===== config.mk =====
export PLATFORM = sky130hd
export DESIGN_NAME = sram_port_ctrl
export DESIGN_NICKNAME = d
export VERILOG_FILES = /design/src/rtl/sram_port_ctrl.sv
export SDC_FILE = /design/constraint.sdc
export NUM_CORES = 1
export LEC_CHECK = 0
export ABC_AREA = 1
export CORE_MARGIN = 1.5
export CORE_UTILIZATION = 45
export CTS_CLUSTER_SIZE = 28
export DETAILED_ROUTE_END_ITERATION = 12
export PLACE_DENSITY = 0.78
export SYNTH_ARGS = -nofsm -noshare
export SYNTH_HDL_FRONTEND = slang
export SYNTH_SLANG_ARGS = --single-unit
export TNS_END_PERCENT = 1

===== constraint.sdc =====
create_clock -name clk0 -period 1.2 [get_ports clk0]
set_input_delay 0.24 -clock clk0 [delete_from_list [all_inputs] [get_ports clk0]]
set_output_delay 0.24 -clock clk0 [all_outputs]
set_load 0.1 [all_outputs]

===== src/rtl/sram_port_ctrl.sv =====
`default_nettype none
// ============================================================================
// Module   : sram_port_ctrl
// Purpose  : Single-port initiator for an OpenRAM RW SRAM macro. It accepts
//            valid/ready client requests, launches them on the macro's
//            csb0/web0/addr0/din0 pins from flops, and returns read data with
//            a fixed 2-cycle latency. It can optionally sweep every word to
//            INIT_VALUE after reset before accepting traffic.
// Ports    : clk0, rst0         - clock shared with the macro, async reset
//            req_valid/req_ready/req_we/req_addr/req_wdata - client request
//            rsp_valid/rsp_rdata - read response (one-cycle pulse)
//            init_done           - sweep finished or skipped
//            csb0/web0/addr0/din0 (out), dout0 (in) - macro port
// Revision : 1.0 - initial release
// ============================================================================
module sram_port_ctrl #(
  parameter int unsigned              DATA_WIDTH    = 2,
  parameter int unsigned              ADDR_WIDTH    = 4,
  parameter int unsigned              INIT_ON_RESET = 1,
  parameter logic [DATA_WIDTH-1:0]    INIT_VALUE    = '0
) (
  input  logic                  clk0,
  input  logic                  rst0,
  input  logic                  req_valid,
  output logic                  req_ready,
  input  logic                  req_we,
  input  logic [ADDR_WIDTH-1:0] req_addr,
  input  logic [DATA_WIDTH-1:0] req_wdata,
  output logic                  rsp_valid,
  output logic [DATA_WIDTH-1:0] rsp_rdata,
  output logic                  init_done,
  output logic                  csb0,
  output logic                  web0,
  output logic [ADDR_WIDTH-1:0] addr0,
  output logic [DATA_WIDTH-1:0] din0,
  input  logic [DATA_WIDTH-1:0] dout0
);

  typedef enum logic [0:0] {
    ST_INIT = 1'b0,
    ST_RUN  = 1'b1
  } state_t;

  localparam logic                  INIT_EN     = (INIT_ON_RESET != 0);
  localparam state_t                RESET_STATE = INIT_EN ? ST_INIT : ST_RUN;
  // Highest macro address (depth = 1 << ADDR_WIDTH).
  localparam logic [ADDR_WIDTH-1:0] LAST_ADDR   = '1;

  state_t                  state;
  logic [ADDR_WIDTH-1:0]   sweep_addr;
  // Set once the write to LAST_ADDR has been launched; the following edge
  // closes the sweep. Keeps the counter from ever wrapping.
  logic                    sweep_last;
  // rd_pipe[0]: read launched on the macro pins at the last edge.
  // rd_pipe[1]: macro has sampled that read; dout0 is valid until just
  //             after the next edge, so capture happens on that edge.
  logic [1:0]              rd_pipe;

  logic handshake;
  logic rd_issue;

  // req_ready is only ever high in RUN, so no state qualifier is needed.
  assign handshake = req_valid & req_ready;
  assign rd_issue  = handshake & ~req_we;

  always_ff @(posedge clk0 or posedge rst0) begin
    if (rst0) begin
      state      <= RESET_STATE;
      sweep_addr <= '0;
      sweep_last <= 1'b0;
      rd_pipe    <= 2'b00;
      csb0       <= 1'b1;
      web0       <= 1'b1;
      addr0      <= '0;
      din0       <= '0;
      rsp_valid  <= 1'b0;
      rsp_rdata  <= '0;
      req_ready  <= ~INIT_EN;
      init_done  <= ~INIT_EN;
    end else begin
      // Read tracking runs independently of the state machine.
      rd_pipe   <= {rd_pipe[0], rd_issue};
      rsp_valid <= rd_pipe[1];
      if (rd_pipe[1]) begin
        rsp_rdata <= dout0;
      end

      case (state)
        ST_INIT: begin
          if (sweep_last) begin
            csb0      <= 1'b1;
            init_done <= 1'b1;
            req_ready <= 1'b1;
            state     <= ST_RUN;
          end else begin
            csb0  <= 1'b0;
            web0  <= 1'b0;
            addr0 <= sweep_addr;
            din0  <= INIT_VALUE;
            if (sweep_addr == LAST_ADDR) begin
              sweep_last <= 1'b1;
            end else begin
              sweep_addr <= sweep_addr + 1'b1;
            end
          end
        end

        ST_RUN: begin
          if (handshake) begin
            csb0  <= 1'b0;
            web0  <= ~req_we;
            addr0 <= req_addr;
            // Reads leave din0 untouched to avoid needless pin toggling.
            if (req_we) begin
              din0 <= req_wdata;
            end
          end else begin
            csb0 <= 1'b1;
          end
        end

        default: begin
          state <= RESET_STATE;
        end
      endcase
    end
  end

endmodule
`default_nettype wire


**Run 1: clock routing**

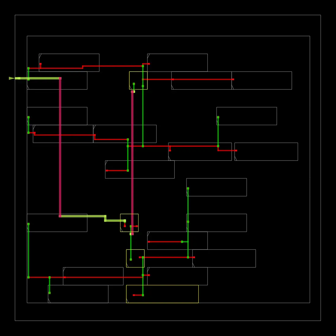
Inserted Clock Buffers: 3
setup skew after layout: 0.0149 ns
Sinks on Clock Net: 20

**Run 1: cell classes on the final placement**

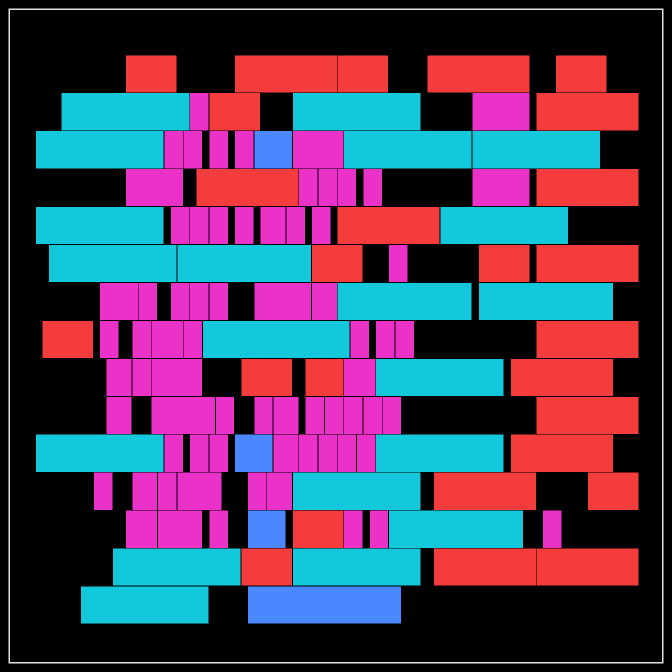
legend:
  other buffers and delay cells:
    color: red
    cells: 26
    share_of_their_area: 31%
  flip-flops:
    color: cyan
    cells: 20
    share_of_their_area: 39%
  clock drivers and dummy loads:
    color: blue
    cells: 4
    share_of_their_area: 4.0%
  all other logic:
    color: magenta
    cells: 69
    share_of_their_area: 26%

**Run 1: selected gate families**

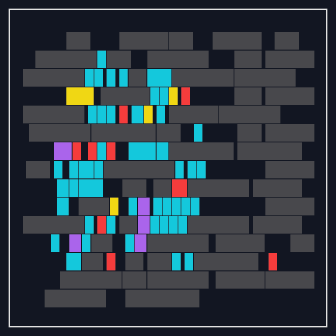
legend:
  NOR gates:
    color: yellow
    cells: 4
  inverting AOI/OAI gates:
    color: purple
    cells: 5
  inverters:
    color: red
    cells: 9
  NAND gates:
    color: cyan
    cells: 46

==> results.tsv, run 1 <==
stage	metric	value	unit
status	status	finished, violations left	
status	violations	negative setup slack	
die	die_area	2180	sq um
logic_synthesis	ys_sh_xor	2.03	%
global_route	grt_antenna_before_repair	0	
layout	layout.cells.most_common	sky130_fd_sc_hd__nand2_1	
logic_synthesis	syn-num-nets	104	
power_and_ir_drop	power.net_switching	0.000591	W
worst_setup_path	maximum_fanout_along_the_worst_path	2	
global_route	grt_pass1_wl	2640	um
worst_setup_path	worstSetupEndpoint	web0	
sta	timing_hold_violations_final	0	
detailed_routing	wl	1560	um
worst_setup_path	startpoint_of_the_worst_register_to_register_path	sweep_addr[0]	
layout	finalNetCount	133	
layout	antenna_diode_instance_count	0	
place	port_buffers	24	
detailed_routing	drc_violation_count_after_routing	0	
power_and_ir_drop	power-per-cell-area	1390	nW/um^2
logic_synthesis	yosys.cell_types.count	20	
detailed_routing	dr_iter_0_viols	8	
job	max_cap_violations	0	
global_route	grt_max_degree	21	
worst_setup_path	timing_worst_setup_path_type	flop to output pin	
logic_synthesis	avgSynthCellArea	9.46	sq um
place	post-place-cells	140	
global_route	global_route_usage_over_all_layers	17.6	%
logic_synthesis	muxShareOfSynthArea	2.62	%
die	die_height	46.7	um
cts	ctsLongestPathBuffers	2	
hold_path	type_of_the_tightest_min_delay_check	input pin to async pin	
logic_synthesis	synthesis.area	861	sq um
worst_setup_path	crit_path_top_delay_cell	sky130_fd_sc_hd__dfstp_2	
sta	setup_viol	4	
detailed_routing	ant_nets	0	
layout	layout_top_cells	sky130_fd_sc_hd__nand2_1 (37), sky130_fd_sc_hd__dfrtp_1 (15), sky130_fd_sc_hd__buf_12 (14)	
layout	finish.utilization	75.5	%
sta	finalWorstSetupSlack	-0.102	ns
sta	max_clock_freq	768	MHz
die	core-area	1760	sq um
worst_setup_path	setup.worst_path.start	web0	
power_and_ir_drop	max-vdd-ir-drop	1.04	mV
logic_synthesis	yosys-top-cells-area	sky130_fd_sc_hd__dfrtp_1 (52%), sky130_fd_sc_hd__nand2_1 (17%), sky130_fd_sc_hd__dfstp_2 (6.1%)	
worst_setup_path	reg2reg_capture_point	sweep_addr[0]	
sta	slew_viol_final	0	
cts	clock_latency	0.31	ns
sta	fin_crit_sh	108	%
layout	layout-drive-gt1-share	27.7	%
worst_setup_path	critical_path_at	1.06	ns
layout	seq_area	509	sq um
power_and_ir_drop	p_sw_share	31.9	%
worst_setup_path	r2r.worst_path.cells	4	
logic_synthesis	netlist_logic_family_top	simple AND/OR/NAND/NOR gates	
detailed_routing	firstDrtPassIters	4	
die	core_util_floorplan	48.8	%
place	globalplace.congestion	0.736	
cts	cts_setup_buffers	0	
die	pin_count	25	
logic_synthesis	synth_top_cell_by_area	sky130_fd_sc_hd__dfrtp_1	
worst_setup_path	worst_path_largest_cell_delay	0.58	ns
logic_synthesis	number_of_enable_flip_flop_cells	0	
sta	final.setup.tns	-0.318	ns
layout	fillerInstances	125	
global_route	vias_in_the_first_global_route	626	
logic_synthesis	post_synth_inst_count	91	
sta	rsz_0062_raised_after_global_routing	yes	
sta	max-slew-margin-rel	87.1	%
worst_setup_path	critical_path.startpoint_type	flop	
logic_synthesis	synth.top_cell.area_share	52.3	%
worst_setup_path	critical_path_buf_inv_count	1	
logic_synthesis	postSynth.topFlopCell	sky130_fd_sc_hd__dfrtp_1	
job	warning_count	29	
logic_synthesis	async_set_or_reset_register_ratio_after_synthesis	100	%
worst_setup_path	critical_path.endpoint_type	output pin	
layout	logic_area	305	sq um
logic_synthesis	yosysMostFrequentCell	sky130_fd_sc_hd__nand2_1	
place	dp_hpwl	1220	um
-- run 1: worst register-to-register path: stages (launching register included) --
cell and delay, ns:
sky130_fd_sc_hd__dfrtp_1 0.42, sky130_fd_sc_hd__ha_1 0.24, sky130_fd_sc_hd__nand3_2 0.13, sky130_fd_sc_hd__nand2_2 0.09
sky130_fd_sc_hd__xor2_1 0.15
-- run 1: timing repair --
action | CTS | global route
endpoints found under the setup margin | 4 | 11
pin swaps | 0 | 0
resized | 0 | 3
-- run 1: power groups by stage --
stage	registers, W	logic (W)	clock network (W)
floorplan	0.00103	0.0000611	0
global placement	0.000772	0.000550	0
detailed placement	0.000774	0.000555	0
CTS	0.000761	0.000555	0.000553
global route	0.000765	0.000575	0.000574
finish	0.000760	0.000551	0.000544
-- run 1: final cells by class --
| type | count | area share, % |
|---|---|---|
| flip-flops and latches | 20 | 38.2 |
| repair buffers | 26 | 29.9 |
| multi-input cells | 60 | 22.9 |
| inverters | 9 | 2.72 |
| well taps | 25 | 2.35 |
| clock inverters | 1 | 2.25 |
| clock buffers | 3 | 1.69 |
-- run 1: state kept, by name, indices dropped and copies added (netlist names) --
signal      cells
csb0            1
state           1
sweep_last      1
rd_pipe         2
init_done       1
web0            1
rsp_rdata       2
rsp_valid       1
sweep_addr      4
din0            2
addr0           4
-- run 1: metal layers --
metal,share of wire [%],GRT usage (%),up-vias
met4,2.7,11.7,0
li1,-,-,338
met5,0,0,-
met3,4.6,2.31,4
met1,43,21.6,305
met2,50,29.2,16
==> run 2, diff against run 1 <==
--- a/config.mk
+++ b/config.mk
@@ -11,6 +11,7 @@
 export CTS_CLUSTER_SIZE = 28
 export DETAILED_ROUTE_END_ITERATION = 12
 export PLACE_DENSITY = 0.78
+export SETUP_SLACK_MARGIN = 0.5
 export SYNTH_ARGS = -nofsm -noshare
 export SYNTH_HDL_FRONTEND = slang
 export SYNTH_SLANG_ARGS = --single-unit
**Run 2: register map, names as in the netlist**

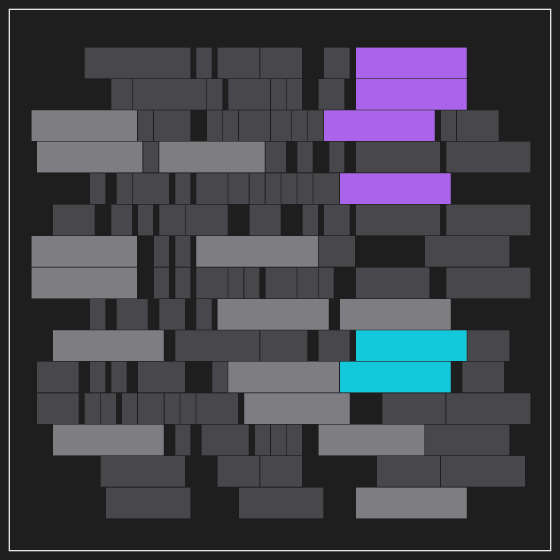
legend:
  `rsp_rdata`:
    color: cyan
    sequential_cells: 2
  `addr0`:
    color: purple
    sequential_cells: 4
    where: upper right
not colored: 14

**Run 2: cell classes on the final placement**

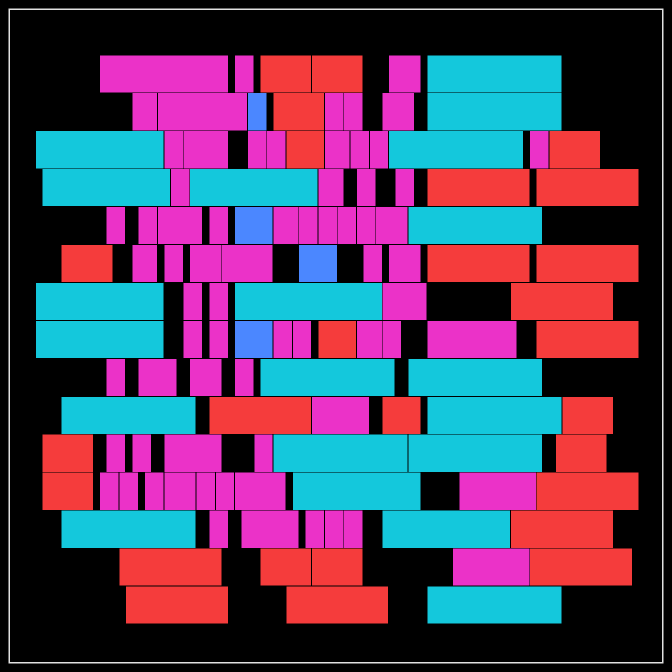
Row Count: 15
area of the core: 1760 sq um
proportion of cell area occupied by registers: 37.7%
post-route cell area: 1380 sq um

==> run 2 against run 1 <==
The run still ends with negative setup slack left. Critical path type unchanged. Die size unchanged. Count of clock-buffer cells in the layout rose by 1. Power down 11%. Global-route usage up 1.6 points. Worst setup slack better by 0.026 ns. Combinational power is 3% higher. Critical path depth stayed put. Area after synthesis stayed put. Clock skew shrank 0.0098 ns. Routed wire length up 14%. Synthesized cell count unchanged. Largest power group unchanged.
==> results.tsv, run 2 <==
stage	metric	value	unit	change
power_and_ir_drop	max-vdd-ir-drop	0.758	mV	-27%
detailed_routing	dr_iter_0_viols	13		+5
power_and_ir_drop	maxPowerGroup	sequential cells		
power_and_ir_drop	clock_power_share	19.4	%	
worst_setup_path	worst_path_largest_cell_delay	0.56	ns	-0.02 ns
cts	ctsHoldBuffers	0		
detailed_routing	routedWlPerCell	12.2	um	
logic_synthesis	synthesis.area	861	sq um	unchanged
power_and_ir_drop	p_seq_share	46.4	%	
power_and_ir_drop	p_sw_share	35.6	%	+3.7 points
layout	layout.cells.non_filler	145		
hold_path	type_of_the_tightest_min_delay_check	input pin to async pin		
power_and_ir_drop	power.net_switching	0.000590	W	-0.28%
die	die.size.x	46.7	um	
place	port_buffers	24		unchanged
cts	numCtsBuffers	3		unchanged
worst_setup_path	crit_path_top_delay_cell	sky130_fd_sc_hd__dfrtp_4		
logic_synthesis	yosys-top-cells-area	sky130_fd_sc_hd__dfrtp_1 (52%), sky130_fd_sc_hd__nand2_1 (17%), sky130_fd_sc_hd__dfstp_2 (6.1%)		
sta	final_layout_worst_hold_slack	0.170	ns	
detailed_routing	firstDrtPassIters	4		unchanged
logic_synthesis	yosysMostFrequentCell	sky130_fd_sc_hd__nand2_1		
sta	finalWorstSetupSlack	-0.0760	ns	+0.0256 ns
job	warning_count	29		unchanged
place	globalplace.congestion	0.706		-4.1%
layout	layout.cells.most_common	sky130_fd_sc_hd__nand2_1		
place	dp_hpwl	1410	um	+16%
cts	clock_sink_count	20		unchanged
worst_setup_path	cells_along_the_critical_path	buf_12		
die	die_height	46.7	um	unchanged
detailed_routing	post_drt_via_cell_ratio	4.88		
power_and_ir_drop	power_frac_comb	34.3	%	
global_route	grt_max_degree	13		-38%
logic_synthesis	post_synth_inst_count	91		unchanged
sta	post-route-min-period	1.28	ns	
logic_synthesis	number_of_enable_flip_flop_cells	0		unchanged
logic_synthesis	ys_seq_share	58.4	%	
logic_synthesis	postSynth.topFlopCell	sky130_fd_sc_hd__dfrtp_1		
detailed_routing	wl	1770	um	+14%
layout	seq_area	519	sq um	+2.0%
sta	timing_hold_violations_final	0		unchanged
job	max_cap_violations	0		unchanged
layout	logic_area	370	sq um	+21%
logic_synthesis	ys_area	861	sq um	
logic_synthesis	yosysWarnings	0		
sta	fin_crit_sh	106	%	-2.1 points
global_route	grt.overflow.total	0		
logic_synthesis	syn-num-nets	104		unchanged
power_and_ir_drop	overall_power_after_layout	0.00166	W	
place	post-place-cells	141		+0.71%
detailed_routing	ant_nets	0		unchanged
worst_setup_path	critical_path.endpoint_type	output pin		
cts	cts.reportedPaths.clkPinSlew	0.11	ns	
sta	max-slew-margin-rel	81.7	%	-5.3 points
cts	clock-root-buffer	sky130_fd_sc_hd__clkbuf_4		
sta	final.setup.tns	-0.277	ns	+0.0405 ns
place	detailedPlace.worstSlack	-0.108	ns	
layout	layout-drive-gt1-share	42.5	%	+15 points
layout	finalNetCount	134		+0.75%
worst_setup_path	maximum_fanout_along_the_worst_path	5		+3
global_route	global_route_usage_over_all_layers	19.2	%	+1.6 points
power_and_ir_drop	power.static_leakage	0.667	nW	
cts	cts_tree	built		
status	status	finished, violations left		
sta	rsz_0062_raised_after_global_routing	yes		
cts	post_cts_resized	17		+17
die	die_area	2180	sq um	unchanged
detailed_routing	routed-via-count	707		
worst_setup_path	timing_worst_setup_path_type	flop to output pin		
logic_synthesis	ys_cells	91		
worst_setup_path	critical_path_at	1.04	ns	-0.02 ns
layout	largest_registers	addr0 (4), sweep_addr (4)		
cts	cts_setup_buffers	0		unchanged
worst_setup_path	critical_path.startpoint_type	flop		
cts	clock_tree.htree_level_count	1		
logic_synthesis	synth.ff_latch_count	20		
sta	max_clock_freq	784	MHz	+2.0%
status	violations	negative setup slack		
die	pin_count	25		unchanged
power_and_ir_drop	power-per-cell-area	1200	nW/um^2	-14%
layout	layout_top_cells	sky130_fd_sc_hd__nand2_1 (32), sky130_fd_sc_hd__buf_12 (13), sky130_fd_sc_hd__clkdlybuf4s50_1 (11)		
logic_synthesis	synth.cells.most_frequent	sky130_fd_sc_hd__nand2_1 (38), sky130_fd_sc_hd__dfrtp_1 (18), sky130_fd_sc_hd__inv_1 (7), sky130_fd_sc_hd__nand3_1 (4), sky130_fd_sc_hd__o21ai_0 (4)		
sta	slew_viol_final	0		unchanged
detailed_routing	drc_violation_count_after_routing	0		unchanged
die	core_util_floorplan	48.8	%	unchanged
logic_synthesis	avgSynthCellArea	9.46	sq um	unchanged
power_and_ir_drop	comb_cell_power	0.000568	W	+3%
power_and_ir_drop	internal_power	0.00107	W	
cts	ctsLongestPathBuffers	2		unchanged
global_route	grt_antenna_before_repair	0		unchanged
worst_setup_path	required	0.96	ns	
sta	timing_worst_slew_pin_value	0.274	ns	
worst_setup_path	critPathTopFamily	flip-flops		
logic_synthesis	yosys.cell_types.count	20		unchanged
power_and_ir_drop	power.sequential.total	0.000768	W	+1%
sta	setup_viol	4		unchanged
global_route	grt_pass1_wl	2970	um	+13%
worst_setup_path	critical_path_buf_inv_count	1		unchanged
logic_synthesis	synth_top_cell_by_area	sky130_fd_sc_hd__dfrtp_1		
logic_synthesis	async_set_or_reset_register_ratio_after_synthesis	100	%	unchanged
layout	antenna_diode_instance_count	0		unchanged
global_route	vias_in_the_first_global_route	719		+15%
layout	fillerInstances	124		-0.80%
layout	area_growth	60.2	%	
logic_synthesis	synth.top_cell.area_share	52.3	%	unchanged
**Run 2: clock routing**

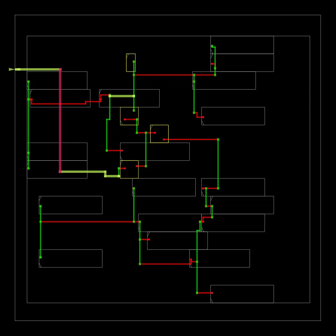
flop count: 20
setup skew after layout: 0.00507 ns
power of the clock network: 0.000321 W
clock latency on the worst-skew pair: 0.29 ns

-- run 2: netlist changes by cell type in the layout (fill, tap and decap cells not counted), moves of 5 or more --
cell	delta
sky130_fd_sc_hd__dfrtp_1	-8
sky130_fd_sc_hd__nand2_1	-5
sky130_fd_sc_hd__dfrtp_2	+8
sky130_fd_sc_hd__nand2_2	+5
-- run 2: layout make-up --
cell class	instances	share of cell area [%]
Clock buffer	4	1.91
Inverter	9	2.81
Multi-Input combinational cell	60	26.9
Sequential cell	20	37.7
Tap cell	25	2.27
Timing Repair Buffer	27	28.5
-- run 2: final timing paths --
kind / startpoint / end / slack [ns] / cells past startpoint
worst max-delay path: init_done / init_done / -0.08 / 1
worst min-delay path: rst0 / addr0[2] / 0.17 / 2
worst max register to register: state / addr0[0] / 0.04 / 6
worst min register to register: rd_pipe[0] / rd_pipe[1] / 0.36 / 0
max in group asynchronous: rst0 / rsp_rdata[0] / 0.61 / 3
min in group clk0: rd_pipe[0] / rd_pipe[1] / 0.36 / 0
-- run 2: logic make-up (layout without fill, tap and decap cells) --
family          count (synthesis)  count (layout)  share of synthesized area (%)
flops                          20              20                           58.4
compound gates                  5               5                           3.20
xor+xnor                        2               2                           2.04
fa+ha+maj                       1               1                           1.45
buf+inv                        11              40                           6.40
mux                             2               2                           2.62
simple gates                   50              50                           25.9
-- run 2: stage by stage --
step | util, % | instance area, sq um
2_1_floorplan | - | 896
3_3_place_gp | 73.0 | 1290
3_5_place_dp | 73.0 | 1290
4_1_cts | 77.9 | 1370
5_1_grt | 78.2 | 1380
6_report | 78.2 | 1380
-- run 2: metal layers --
layer | GRT usage (%) | up-vias | wire length [um]
met3 | 3.46 | 2 | 75
met1 | 22.8 | 346 | 733
li1 | - | 339 | -
met2 | 35.6 | 20 | 949
met4 | 5.56 | 0 | 15
met5 | 0 | - | 0
==> run 3, diff against run 2 <==
--- a/config.mk
+++ b/config.mk
@@ -6,7 +6,6 @@
 export NUM_CORES = 1
 export LEC_CHECK = 0
 export ABC_AREA = 1
-export CORE_MARGIN = 1.5
 export CORE_UTILIZATION = 45
 export CTS_CLUSTER_SIZE = 28
 export DETAILED_ROUTE_END_ITERATION = 12
==> constraint.sdc (replaced) <==
create_clock -name clk0 -period 1.4 [get_ports clk0]
set_input_delay 0.28 -clock clk0 [delete_from_list [all_inputs] [get_ports clk0]]
set_output_delay 0.28 -clock clk0 [all_outputs]
set_load 0.1 [all_outputs]
**Run 3: register map, names as in the netlist**

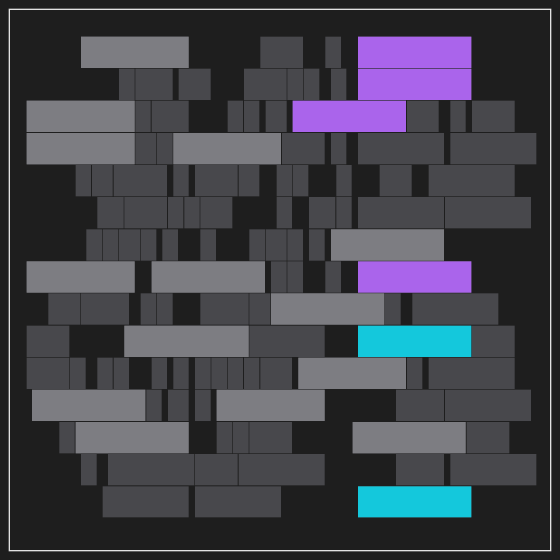
core occupancy in the finished layout: 74.2%
proportion of cell area occupied by registers: 39.7%
power consumed by sequential cells: 0.000655 W
area of all sequential standard cells: 519 sq um

**Run 3: cell classes on the final placement**

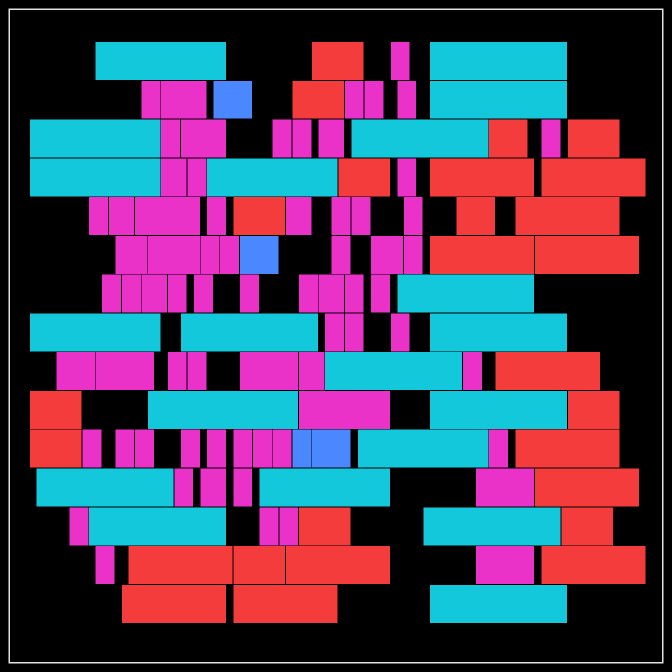
legend:
  other buffers and delay cells:
    color: red
    cells: 26
    share_of_their_area: 30%
  clock drivers and dummy loads:
    color: blue
    cells: 4
    share_of_their_area: 2.1%
  flip-flops:
    color: cyan
    cells: 20
    share_of_their_area: 41%
  all other logic:
    color: magenta
    cells: 69
    share_of_their_area: 27%

==> run 3 against run 2 <==
The flow now finishes without violations. Core utilization shrank 4.0 points. Clock skew shrank 0.0039 ns. Sequential share of layout area grew 2.0 points. Sequential power shrank 15%. Critical path depth is the same. Critical path type unchanged.
==> results.tsv, run 3 <==
stage	metric	value	unit	change
power_and_ir_drop	power.static_leakage	0.652	nW	-2.2%
sta	slew_viol_final	0		unchanged
logic_synthesis	synth-compound-area-share	3.20	%	unchanged
worst_setup_path	critical_path_buf_inv_count	1		unchanged
cts	clock_tree.htree_level_count	1		unchanged
die	core_util_floorplan	48.8	%	unchanged
worst_setup_path	worst-path-stages	1		unchanged
power_and_ir_drop	power-per-cell-area	1080	nW/um^2	-11%
sta	finClkSkew	0.00118	ns	-0.00390 ns
logic_synthesis	ys_sh_xor	2.03	%	unchanged
worst_setup_path	critical_path.endpoint_type	output pin		
die	die_height	45.7	um	-2.1%
cts	numCtsBuffers	3		unchanged
sta	timing_worst_slew_pin_value	0.274	ns	-0.000240 ns
logic_synthesis	number_of_enable_flip_flop_cells	0		unchanged
die	core-area	1760	sq um	unchanged
layout	finalNetCount	133		-0.75%
worst_setup_path	required	1.12	ns	+0.16 ns
global_route	global_route_usage_over_all_layers	17.7	%	-1.5 points
logic_synthesis	ys_area	861	sq um	unchanged
place	port_buffers	24		unchanged
worst_setup_path	critical_path_at	1.04	ns	about the same
job	max_cap_violations	0		unchanged
job	warning_count	29		unchanged
die	pin_count	25		unchanged
logic_synthesis	synth.cellmix.adderShare	1.45	%	unchanged
detailed_routing	post_drt_via_cell_ratio	4.67		-4.3%
sta	fin_crit_sh	94.3	%	
logic_synthesis	synth.top_cell.area_share	52.3	%	unchanged
worst_setup_path	critical_path.startpoint_type	flop		
detailed_routing	firstDrtPassIters	2		-2
logic_synthesis	synth.ff_latch_count	20		unchanged
cts	clock-root-buffer	sky130_fd_sc_hd__clkbuf_4		
logic_synthesis	yosysWarnings	0		unchanged
detailed_routing	drc_violation_count_after_routing	0		unchanged
logic_synthesis	synthesis.area	861	sq um	unchanged
global_route	grt.overflow.total	0		unchanged
cts	cts_tree	built		
cts	ctsHoldBuffers	0		unchanged
worst_setup_path	cells_along_the_critical_path	buf_12		
logic_synthesis	yosys-top-cells-area	sky130_fd_sc_hd__dfrtp_1 (52%), sky130_fd_sc_hd__nand2_1 (17%), sky130_fd_sc_hd__dfstp_2 (6.1%)		
worst_setup_path	r2r.worst_path.cells	4		-2
logic_synthesis	yosys.cell_types.count	20		unchanged
logic_synthesis	postSynth.topFlopCell	sky130_fd_sc_hd__dfrtp_1		
status	status	finished, final reports clean		
cts	clock_latency	0.29	ns	about the same
detailed_routing	routed-via-count	672		-5.0%
global_route	grt_antenna_before_repair	0		unchanged
logic_synthesis	post_synth_inst_count	91		unchanged
layout	layout-drive-gt1-share	32.8	%	-9.7 points
hold_path	type_of_the_tightest_min_delay_check	input pin to async pin		
logic_synthesis	yosysMostFrequentCell	sky130_fd_sc_hd__nand2_1		
power_and_ir_drop	max-vdd-ir-drop	0.606	mV	-20%
cts	clock_sink_count	20		unchanged
cts	ctsLongestPathBuffers	2		unchanged
sta	timing_hold_violations_final	0		unchanged
worst_setup_path	maximum_fanout_along_the_worst_path	2		-3
logic_synthesis	muxShareOfSynthArea	2.62	%	unchanged
worst_setup_path	critPathTopFamily	flip-flops		
cts	cts.reportedPaths.clkPinSlew	0.11	ns	about the same
sta	final.setup.tns	0	ns	+0.277 ns
sta	post-route-min-period	1.32	ns	
worst_setup_path	crit_path_top_delay_cell	sky130_fd_sc_hd__dfstp_2		
logic_synthesis	netlist_logic_family_top	simple AND/OR/NAND/NOR gates		
layout	area_growth	52.0	%	
layout	largest_registers	addr0 (4), sweep_addr (4)		
sta	setup_viol	0		-4
logic_synthesis	synth.cells.most_frequent	sky130_fd_sc_hd__nand2_1 (38), sky130_fd_sc_hd__dfrtp_1 (18), sky130_fd_sc_hd__inv_1 (7), sky130_fd_sc_hd__nand3_1 (4), sky130_fd_sc_hd__o21ai_0 (4)		
logic_synthesis	ys_cells	91		unchanged
sta	max_clock_freq	757	MHz	
place	globalplace.congestion	0.737		+4.4%
die	die.size.x	45.7	um	-2.1%
layout	layout_top_cells	sky130_fd_sc_hd__nand2_1 (38), sky130_fd_sc_hd__buf_12 (13), sky130_fd_sc_hd__clkdlybuf4s50_1 (11)		
detailed_routing	dr_iter_0_viols	4		-9
sta	max-slew-margin-rel	81.7	%	about the same
die	die_area	2090	sq um	-4.2%
sta	finalWorstSetupSlack	0.0793	ns	+0.155 ns
place	detailedPlace.worstSlack	0.0620	ns	+0.169 ns
detailed_routing	ant_nets	0		unchanged
worst_setup_path	worst_path_largest_cell_delay	0.57	ns	about the same
logic_synthesis	ys_seq_share	58.4	%	unchanged
global_route	grt_max_degree	21		+8
logic_synthesis	synth_top_cell_by_area	sky130_fd_sc_hd__dfrtp_1		
global_route	vias_in_the_first_global_route	640		-11%
detailed_routing	routedWlPerCell	10.7	um	-12%
worst_setup_path	timing_worst_setup_path_type	flop to output pin		
logic_synthesis	syn-num-nets	104		unchanged
place	dp_hpwl	1230	um	-13%
logic_synthesis	yosys.area_share.simple	25.9	%	unchanged
logic_synthesis	avgSynthCellArea	9.46	sq um	unchanged
layout	antenna_diode_instance_count	0		unchanged
detailed_routing	wl	1550	um	-13%
global_route	grt_pass1_wl	2640	um	-11%
sta	rsz_0062_raised_after_global_routing	yes		
die	fp-row-count	15		unchanged
logic_synthesis	async_set_or_reset_register_ratio_after_synthesis	100	%	unchanged
**Run 3: selected gate families**

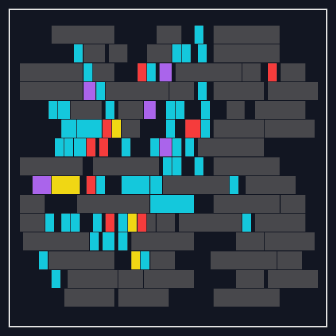
share of the final layout cell area in multi-input gates: 23.7%
non-filler cells in the finished layout: 144
dominant logic cell type in the layout: sky130_fd_sc_hd__nand2_1

## run 3: final cells by class
type | count | area (sq um)
flip-flops and latches | 20 | 519
fillers | 131 | 455
repair buffers | 26 | 385
multi-input cells | 60 | 310
inverters | 9 | 36.3
well taps | 25 | 31.3
clock buffers | 4 | 26.3
## run 3: stage by stage
step	hold WS (ns)	instance area [sq um]	total power [W]	instances	util (%)
CTS	0.302	1300	0.00142	143	73.7
global route	0.328	1310	0.00146	144	74.2
finish	0.300	1310	0.00141	144	74.2
floorplan	0.242	896	0.000938	91	-
global placement	0.334	1270	0.00113	139	72.2
detailed placement	0.337	1270	0.00114	139	72.2
## run 3: power by group
part           switching (W)  internal, W
clock network       0.000167     0.000111
registers          0.0000348     0.000621
logic               0.000296     0.000178
## run 3: kinds of logic (layout without fill, tap and decap cells)
logic type,count (synthesis),in the layout
multiplexers,2,2
AND-OR/OR-AND,5,5
XOR/XNOR,2,2
adder cells (fa/ha/maj),1,1
buffers and inverters,11,39
flip-flops,20,20
AND/OR/NAND/NOR,50,50
## run 3: layer usage
metal / vias to the layer above / wire, um / GRT usage [%]
li1: 339 / - / -
met1: 312 / 645 / 20.8
met2: 17 / 819 / 31.1
met3: 4 / 67 / 3.97
met4: 0 / 14 / 7.06
met5: - / 0 / 0
## run 3: path summary, 6_finish.rpt
kind | start | to | slack (ns)
setup / recovery | web0 | web0 | 0.08
hold / removal | rst0 | sweep_addr[0] | 0.30
setup reg to reg | sweep_addr[0] | sweep_addr[2] | 0.23
hold reg to reg | rd_pipe[0] | rd_pipe[1] | 0.36
max in group asynchronous | rst0 | web0 | 0.84
min in group clk0 | rd_pipe[0] | rd_pipe[1] | 0.36
## run 3: timing repair
item / CTS / global route
buffers inserted: 0 / 1
endpoints found under the setup margin: 28 / 28
cloned: 0 / 0
resized: 0 / 1
Power is estimated from default activity; no workload was simulated.
